`config.mk`:
```
export PLATFORM = sky130hd
export DESIGN_NAME = seg_scan_driver
export DESIGN_NICKNAME = d
export VERILOG_FILES = /design/src/rtl/seg_pkg.sv /design/src/rtl/seg7_hex_decode.sv /design/src/rtl/seg_scan_driver.sv
export SDC_FILE = /design/constraint.sdc
export NUM_CORES = 1
export LEC_CHECK = 0
export ABC_CLOCK_PERIOD_IN_PS = 5400
export CELL_PAD_IN_SITES_DETAIL_PLACEMENT = 0
export CELL_PAD_IN_SITES_GLOBAL_PLACEMENT = 2
export CORE_UTILIZATION = 42
export DETAILED_ROUTE_END_ITERATION = 16
export PLACE_DENSITY_LB_ADDON = 0.1
export SYNTH_ARGS = -nofsm -noshare
export SYNTH_HDL_FRONTEND = slang
export SYNTH_HIERARCHICAL = 1
export SYNTH_SLANG_ARGS = --single-unit
```
`constraint.sdc`:
```
create_clock -name clk -period 5.4 [get_ports clk]
set_input_delay 1.08 -clock clk [delete_from_list [all_inputs] [get_ports clk]]
set_output_delay 1.08 -clock clk [all_outputs]
set_load 0.005 [all_outputs]
```
`src/rtl/seg_pkg.sv`:
```
// -----------------------------------------------------------------------------
// seg_pkg
// Shared definitions for the multiplexed seven-segment scan driver.
//   - nibble_t / seg_t : widths of a hex digit and of a segment bus
//   - SEG_OFF          : all segments dark (active-high form)
//   - SEG_HEX_0..F     : active-high segment patterns {g,f,e,d,c,b,a}, bit0 = a
// Polarity inversion is not applied here; the driver applies it at its
// output registers so every pattern in this file stays active-high.
// -----------------------------------------------------------------------------
package seg_pkg;

  typedef logic [3:0] nibble_t;
  typedef logic [6:0] seg_t;

  localparam seg_t SEG_OFF = 7'b0000000;

  localparam seg_t SEG_HEX_0 = 7'b0111111;
  localparam seg_t SEG_HEX_1 = 7'b0000110;
  localparam seg_t SEG_HEX_2 = 7'b1011011;
  localparam seg_t SEG_HEX_3 = 7'b1001111;
  localparam seg_t SEG_HEX_4 = 7'b1100110;
  localparam seg_t SEG_HEX_5 = 7'b1101101;
  localparam seg_t SEG_HEX_6 = 7'b1111101;
  localparam seg_t SEG_HEX_7 = 7'b0000111;
  localparam seg_t SEG_HEX_8 = 7'b1111111;
  localparam seg_t SEG_HEX_9 = 7'b1101111;
  localparam seg_t SEG_HEX_A = 7'b1110111;
  localparam seg_t SEG_HEX_B = 7'b1111100;
  localparam seg_t SEG_HEX_C = 7'b0111001;
  localparam seg_t SEG_HEX_D = 7'b1011110;
  localparam seg_t SEG_HEX_E = 7'b1111001;
  localparam seg_t SEG_HEX_F = 7'b1110001;

endpackage

```
`src/rtl/seg7_hex_decode.sv`:
```
// -----------------------------------------------------------------------------
// seg7_hex_decode
// Purely combinational hex-to-seven-segment decoder (active-high segments).
// Ports:
//   nibble : in  4  hex value 0..F
//   seg    : out 7  segment pattern {g,f,e,d,c,b,a}, bit0 = a
// -----------------------------------------------------------------------------
module seg7_hex_decode
  import seg_pkg::*;
(
  input  logic [3:0] nibble,
  output logic [6:0] seg
);

  // One pattern per hex value; lower-case b and d keep them distinct from 8 and 0.
  always_comb begin
    seg = SEG_OFF;
    case (nibble)
      4'h0: seg = SEG_HEX_0;
      4'h1: seg = SEG_HEX_1;
      4'h2: seg = SEG_HEX_2;
      4'h3: seg = SEG_HEX_3;
      4'h4: seg = SEG_HEX_4;
      4'h5: seg = SEG_HEX_5;
      4'h6: seg = SEG_HEX_6;
      4'h7: seg = SEG_HEX_7;
      4'h8: seg = SEG_HEX_8;
      4'h9: seg = SEG_HEX_9;
      4'hA: seg = SEG_HEX_A;
      4'hB: seg = SEG_HEX_B;
      4'hC: seg = SEG_HEX_C;
      4'hD: seg = SEG_HEX_D;
      4'hE: seg = SEG_HEX_E;
      4'hF: seg = SEG_HEX_F;
      default: seg = SEG_OFF;
    endcase
  end

endmodule

```
`src/rtl/seg_scan_driver.sv`:
```
// -----------------------------------------------------------------------------
// seg_scan_driver
// Time-multiplexed driver for NUM_DIGITS seven-segment digits. A prescaler
// sets the dwell time per digit; new values are written into a shadow
// register and only become visible at the start of a frame (digit 0), so a
// frame never shows a mix of old and new digits.
//
// Parameters:
//   NUM_DIGITS : number of digits (1..8)
//   SCAN_DIV   : clock cycles per digit slot (>= 2)
//   ACTIVE_LOW : 1 inverts seg_o, dp_o and an_o
//
// Ports:
//   clk      : in  1             system clock, rising edge
//   rst_n    : in  1             asynchronous active-low reset
//   digits_i : in  4*NUM_DIGITS  hex nibbles, nibble k = digit k (0 rightmost)
//   dp_i     : in  NUM_DIGITS    decimal point per digit
//   load_i   : in  1             capture digits_i/dp_i into the shadow register
//   blank_i  : in  1             force all digits dark
//   seg_o    : out 7             segments {g,f,e,d,c,b,a}, bit0 = a
//   dp_o     : out 1             decimal point of the active digit
//   an_o     : out NUM_DIGITS    one-hot digit enable
//   frame_o  : out 1             one-cycle pulse after the frame wraps
//
// Build option:
//   SEG_SCAN_LZB_EN : when defined, leading zeros (digit k > 0 whose nibble
//                     and all higher nibbles are 0) show no segments while
//                     their anode and decimal point still operate.
// -----------------------------------------------------------------------------
module seg_scan_driver
  import seg_pkg::*;
#(
  parameter int NUM_DIGITS = 4,
  parameter int SCAN_DIV   = 50000,
  parameter int ACTIVE_LOW = 0
) (
  input  logic                      clk,
  input  logic                      rst_n,
  input  logic [4*NUM_DIGITS-1:0]   digits_i,
  input  logic [NUM_DIGITS-1:0]     dp_i,
  input  logic                      load_i,
  input  logic                      blank_i,
  output logic [6:0]                seg_o,
  output logic                      dp_o,
  output logic [NUM_DIGITS-1:0]     an_o,
  output logic                      frame_o
);

  localparam int DATA_W = 4 * NUM_DIGITS;
  localparam int IDX_W  = (NUM_DIGITS > 1) ? $clog2(NUM_DIGITS) : 1;
  localparam int PRE_W  = $clog2(SCAN_DIV);

  localparam logic [IDX_W-1:0] LAST_IDX = IDX_W'(NUM_DIGITS - 1);
  localparam logic [PRE_W-1:0] LAST_PRE = PRE_W'(SCAN_DIV - 1);

  // XOR masks applied when the outputs are registered; with ACTIVE_LOW the
  // "off" levels become all ones.
  localparam logic                  INV    = (ACTIVE_LOW != 0);
  localparam seg_t                  SEG_INV = {7{INV}};
  localparam logic [NUM_DIGITS-1:0] AN_INV  = {NUM_DIGITS{INV}};

  logic [PRE_W-1:0]      prescaler;
  logic [IDX_W-1:0]      index;
  logic                  tick;
  logic                  wrap_tick;

  logic [DATA_W-1:0]     shadow;
  logic [NUM_DIGITS-1:0] shadow_dp;
  logic                  pending;
  logic [DATA_W-1:0]     active;
  logic [NUM_DIGITS-1:0] active_dp;

  nibble_t               cur_nibble;
  logic                  cur_dp;
  logic                  cur_dark;
  seg_t                  dec_seg;

  seg_t                  seg_next;
  logic                  dp_next;
  logic [NUM_DIGITS-1:0] an_next;

  assign tick      = (prescaler == LAST_PRE);
  assign wrap_tick = tick && (index == LAST_IDX);

  // Prescaler: counts out one digit slot, then restarts.
  always_ff @(posedge clk or negedge rst_n) begin
    if (!rst_n) begin
      prescaler <= '0;
    end else if (tick) begin
      prescaler <= '0;
    end else begin
      prescaler <= prescaler + 1'b1;
    end
  end

  // Digit index: steps once per slot and wraps after the last digit.
  always_ff @(posedge clk or negedge rst_n) begin
    if (!rst_n) begin
      index <= '0;
    end else if (tick) begin
      if (index == LAST_IDX) begin
        index <= '0;
      end else begin
        index <= index + 1'b1;
      end
    end
  end

  // Shadow register and pending flag. A load on the wrap edge takes
  // priority, so pending stays set and the new value waits a full frame.
  always_ff @(posedge clk or negedge rst_n) begin
    if (!rst_n) begin
      shadow    <= '0;
      shadow_dp <= '0;
      pending   <= 1'b0;
    end else begin
      if (load_i) begin
        shadow    <= digits_i;
        shadow_dp <= dp_i;
        pending   <= 1'b1;
      end else if (wrap_tick) begin
        pending   <= 1'b0;
      end
    end
  end

  // Active register only changes at the frame boundary, using the shadow
  // contents from before this edge.
  always_ff @(posedge clk or negedge rst_n) begin
    if (!rst_n) begin
      active    <= '0;
      active_dp <= '0;
    end else if (wrap_tick && pending) begin
      active    <= shadow;
      active_dp <= shadow_dp;
    end
  end

  // Frame marker, high for the cycle after the wrap edge.
  always_ff @(posedge clk or negedge rst_n) begin
    if (!rst_n) begin
      frame_o <= 1'b0;
    end else begin
      frame_o <= wrap_tick;
    end
  end

`ifdef SEG_SCAN_LZB_EN
  logic [NUM_DIGITS-1:0] zero_from;

  // zero_from[k] is set when nibbles k..NUM_DIGITS-1 of the active value are
  // all zero, built downward from the most significant digit.
  always_comb begin
    zero_from = '0;
    zero_from[NUM_DIGITS-1] = (active[DATA_W-1 -: 4] == 4'h0);
    for (int k = NUM_DIGITS - 2; k >= 0; k--) begin
      zero_from[k] = zero_from[k+1] && (active[4*k +: 4] == 4'h0);
    end
  end
`endif

  // Select the nibble and decimal point of the digit currently scanned, and
  // decide whether its segments are suppressed as a leading zero.
  always_comb begin
    cur_nibble = '0;
    cur_dp     = 1'b0;
    cur_dark   = 1'b0;
    for (int k = 0; k < NUM_DIGITS; k++) begin
      if (index == IDX_W'(k)) begin
        cur_nibble = active[4*k +: 4];
        cur_dp     = active_dp[k];
`ifdef SEG_SCAN_LZB_EN
        cur_dark   = (k != 0) && zero_from[k];
`endif
      end
    end
  end

  seg7_hex_decode u_decode (
    .nibble (cur_nibble),
    .seg    (dec_seg)
  );

  // Active-high view of the next output values; blanking overrides
  // everything while the scan itself keeps running.
  always_comb begin
    seg_next = SEG_OFF;
    dp_next  = 1'b0;
    an_next  = '0;
    if (!blank_i) begin
      for (int k = 0; k < NUM_DIGITS; k++) begin
        an_next[k] = (index == IDX_W'(k));
      end
      seg_next = cur_dark ? SEG_OFF : dec_seg;
      dp_next  = cur_dp;
    end
  end

  // Output registers with polarity applied as the very last step.
  always_ff @(posedge clk or negedge rst_n) begin
    if (!rst_n) begin
      seg_o <= SEG_OFF ^ SEG_INV;
      dp_o  <= INV;
      an_o  <= AN_INV;
    end else begin
      seg_o <= seg_next ^ SEG_INV;
      dp_o  <= dp_next ^ INV;
      an_o  <= an_next ^ AN_INV;
    end
  end

endmodule

```
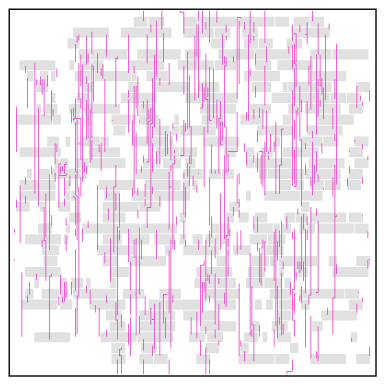
layer_met2.png
Scale: 4 px per um. Cells faint in the background.
- share of all routed wire: 50%
- main direction: vertical
- nets with wire on the layer: 276
- wire length on this layer: 2,840 um
met2 Use GR: 25.4%
drt total wl: 5730 um
vias post-DR: 1,986

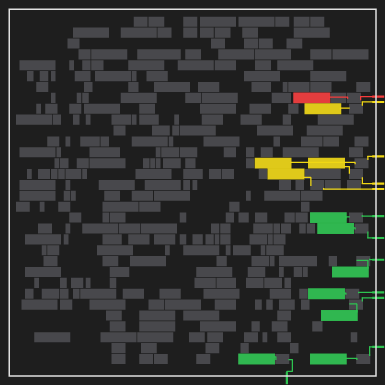
io_fan.png
Scale: 4 px per um.
- green: seg_o (direction output; end cells 7; wire 37.8 um)
- red: dp_o (direction output; end cells 1; wire 8.80 um)
- yellow: an_o (direction output; end cells 4; wire 47.8 um)
IO Count: 37
number of I/O port buffers: 36

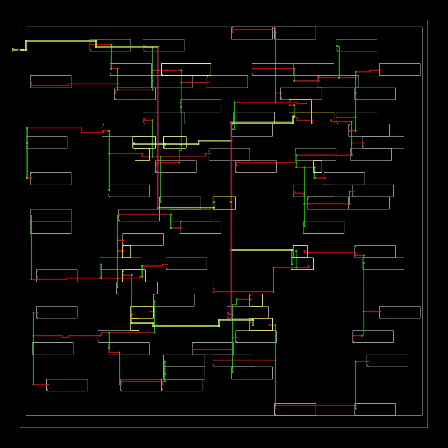
clocks.png
Clock Latency Late Sink: 0.34 ns
CLK BUF: 9

==> results.json <==
{
  "r2r_start": "index[0]",
  "clockPowerShare_pct": 40.5,
  "syn_area_per_cell_um2": 13.1,
  "cts_hold_buf": 0,
  "post_cts_buffers": 0,
  "hp-class": "register to register",
  "h-tree-depth": 3,
  "cp_slowest_cell": "o31ai_1",
  "layout_top_cell": "dfrtp_1",
  "cap_violations": 0,
  "synth_cells": 256,
  "mux_share_pct": 18.2,
  "cp.required_ns": 5.61,
  "dp_slack_ns": 2.46,
  "xor_area_share_pct": 3.40,
  "slew_viol_final": 0,
  "holdPathStages": 1,
  "cts_sinks": 72,
  "skew_ns": 0.00970,
  "synthTopLogicFamily": "multiplexers",
  "place_area_mm2": 0.00378,
  "cts_resized": 0,
  "holdWs_ns": 0.483,
  "p_sw_share_pct": 22.8,
  "status": "finished clean",
  "cp.depth": 9,
  "drtIter0Drc": 83,
  "ys_ff": 72,
  "die_area_mm2": 0.00834,
  "hold_viol": 0,
  "clockBufferDepth": 2,
  "route.met3.wl_um": 190,
  "crit_start": "index[0]",
  "grt_use_met1_pct": 19.8,
  "overflow": 0,
  "worstHoldStart": "prescaler[0]",
  "p_per_area_mw_per_mm2": 262,
  "synth.cell_area_mm2": 0.00335,
  "yosys.area.top_type": "dfrtp_1",
  "ys_cells": 256,
  "grt_pass1_wl_um": 9940,
  "synth-main-ff-cell": "dfrtp_1"
}
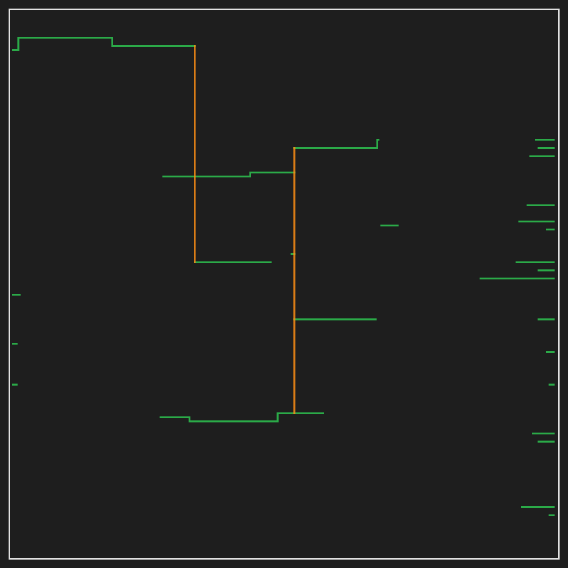
wires.png
Scale: 6 px per um. Two of the layers only.
- green: metal 3 (wire length 191 um)
- orange: metal 4 (wire length 80.2 um)

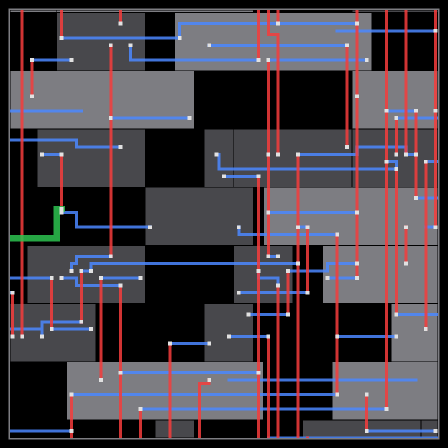
detail.png
Region (59, 59) to (79, 79) um. Cells in gray, sequential cells in the stronger gray; small squares are vias.
- red: metal 2
- green: metal 3
- blue: metal 1
- sequential cells in the window: 6
- cells with their middle in the window: 16
- netlist names of flops here include: active_dp (2)
- most frequent: dfrtp_1 (6), mux2_4 (4), clkbuf_8 (2)

sequential cells by signal, indices dropped and copies added, names as in the netlist:
signal and cells:
frame_o 1, active 16, seg_o 7, index 2, dp_o 1, shadow 16, active_dp 4, an_o 4
pending 1, shadow_dp 4, prescaler 16
power by group through the flow:
stage          registers (mW)  clock network (mW)  logic, mW
2_1_floorplan           0.573                   0     0.0204
3_3_place_gp            0.576                   0     0.0556
3_5_place_dp            0.576                   0     0.0568
4_1_cts                 0.565               0.439     0.0569
5_1_grt                 0.567               0.463     0.0616
6_report                0.565               0.421     0.0547
layout make-up:
type,instances,area [um2]
timing repair buffer,39,378
clock inverter,7,70.1
clock buffer,9,124
multi-input combinational,162,1430
inverter,12,45.0
fill,710,3750
sequential,72,1800
tap,102,128
Power figures rest on the tool's default switching activity, not on a simulated workload.
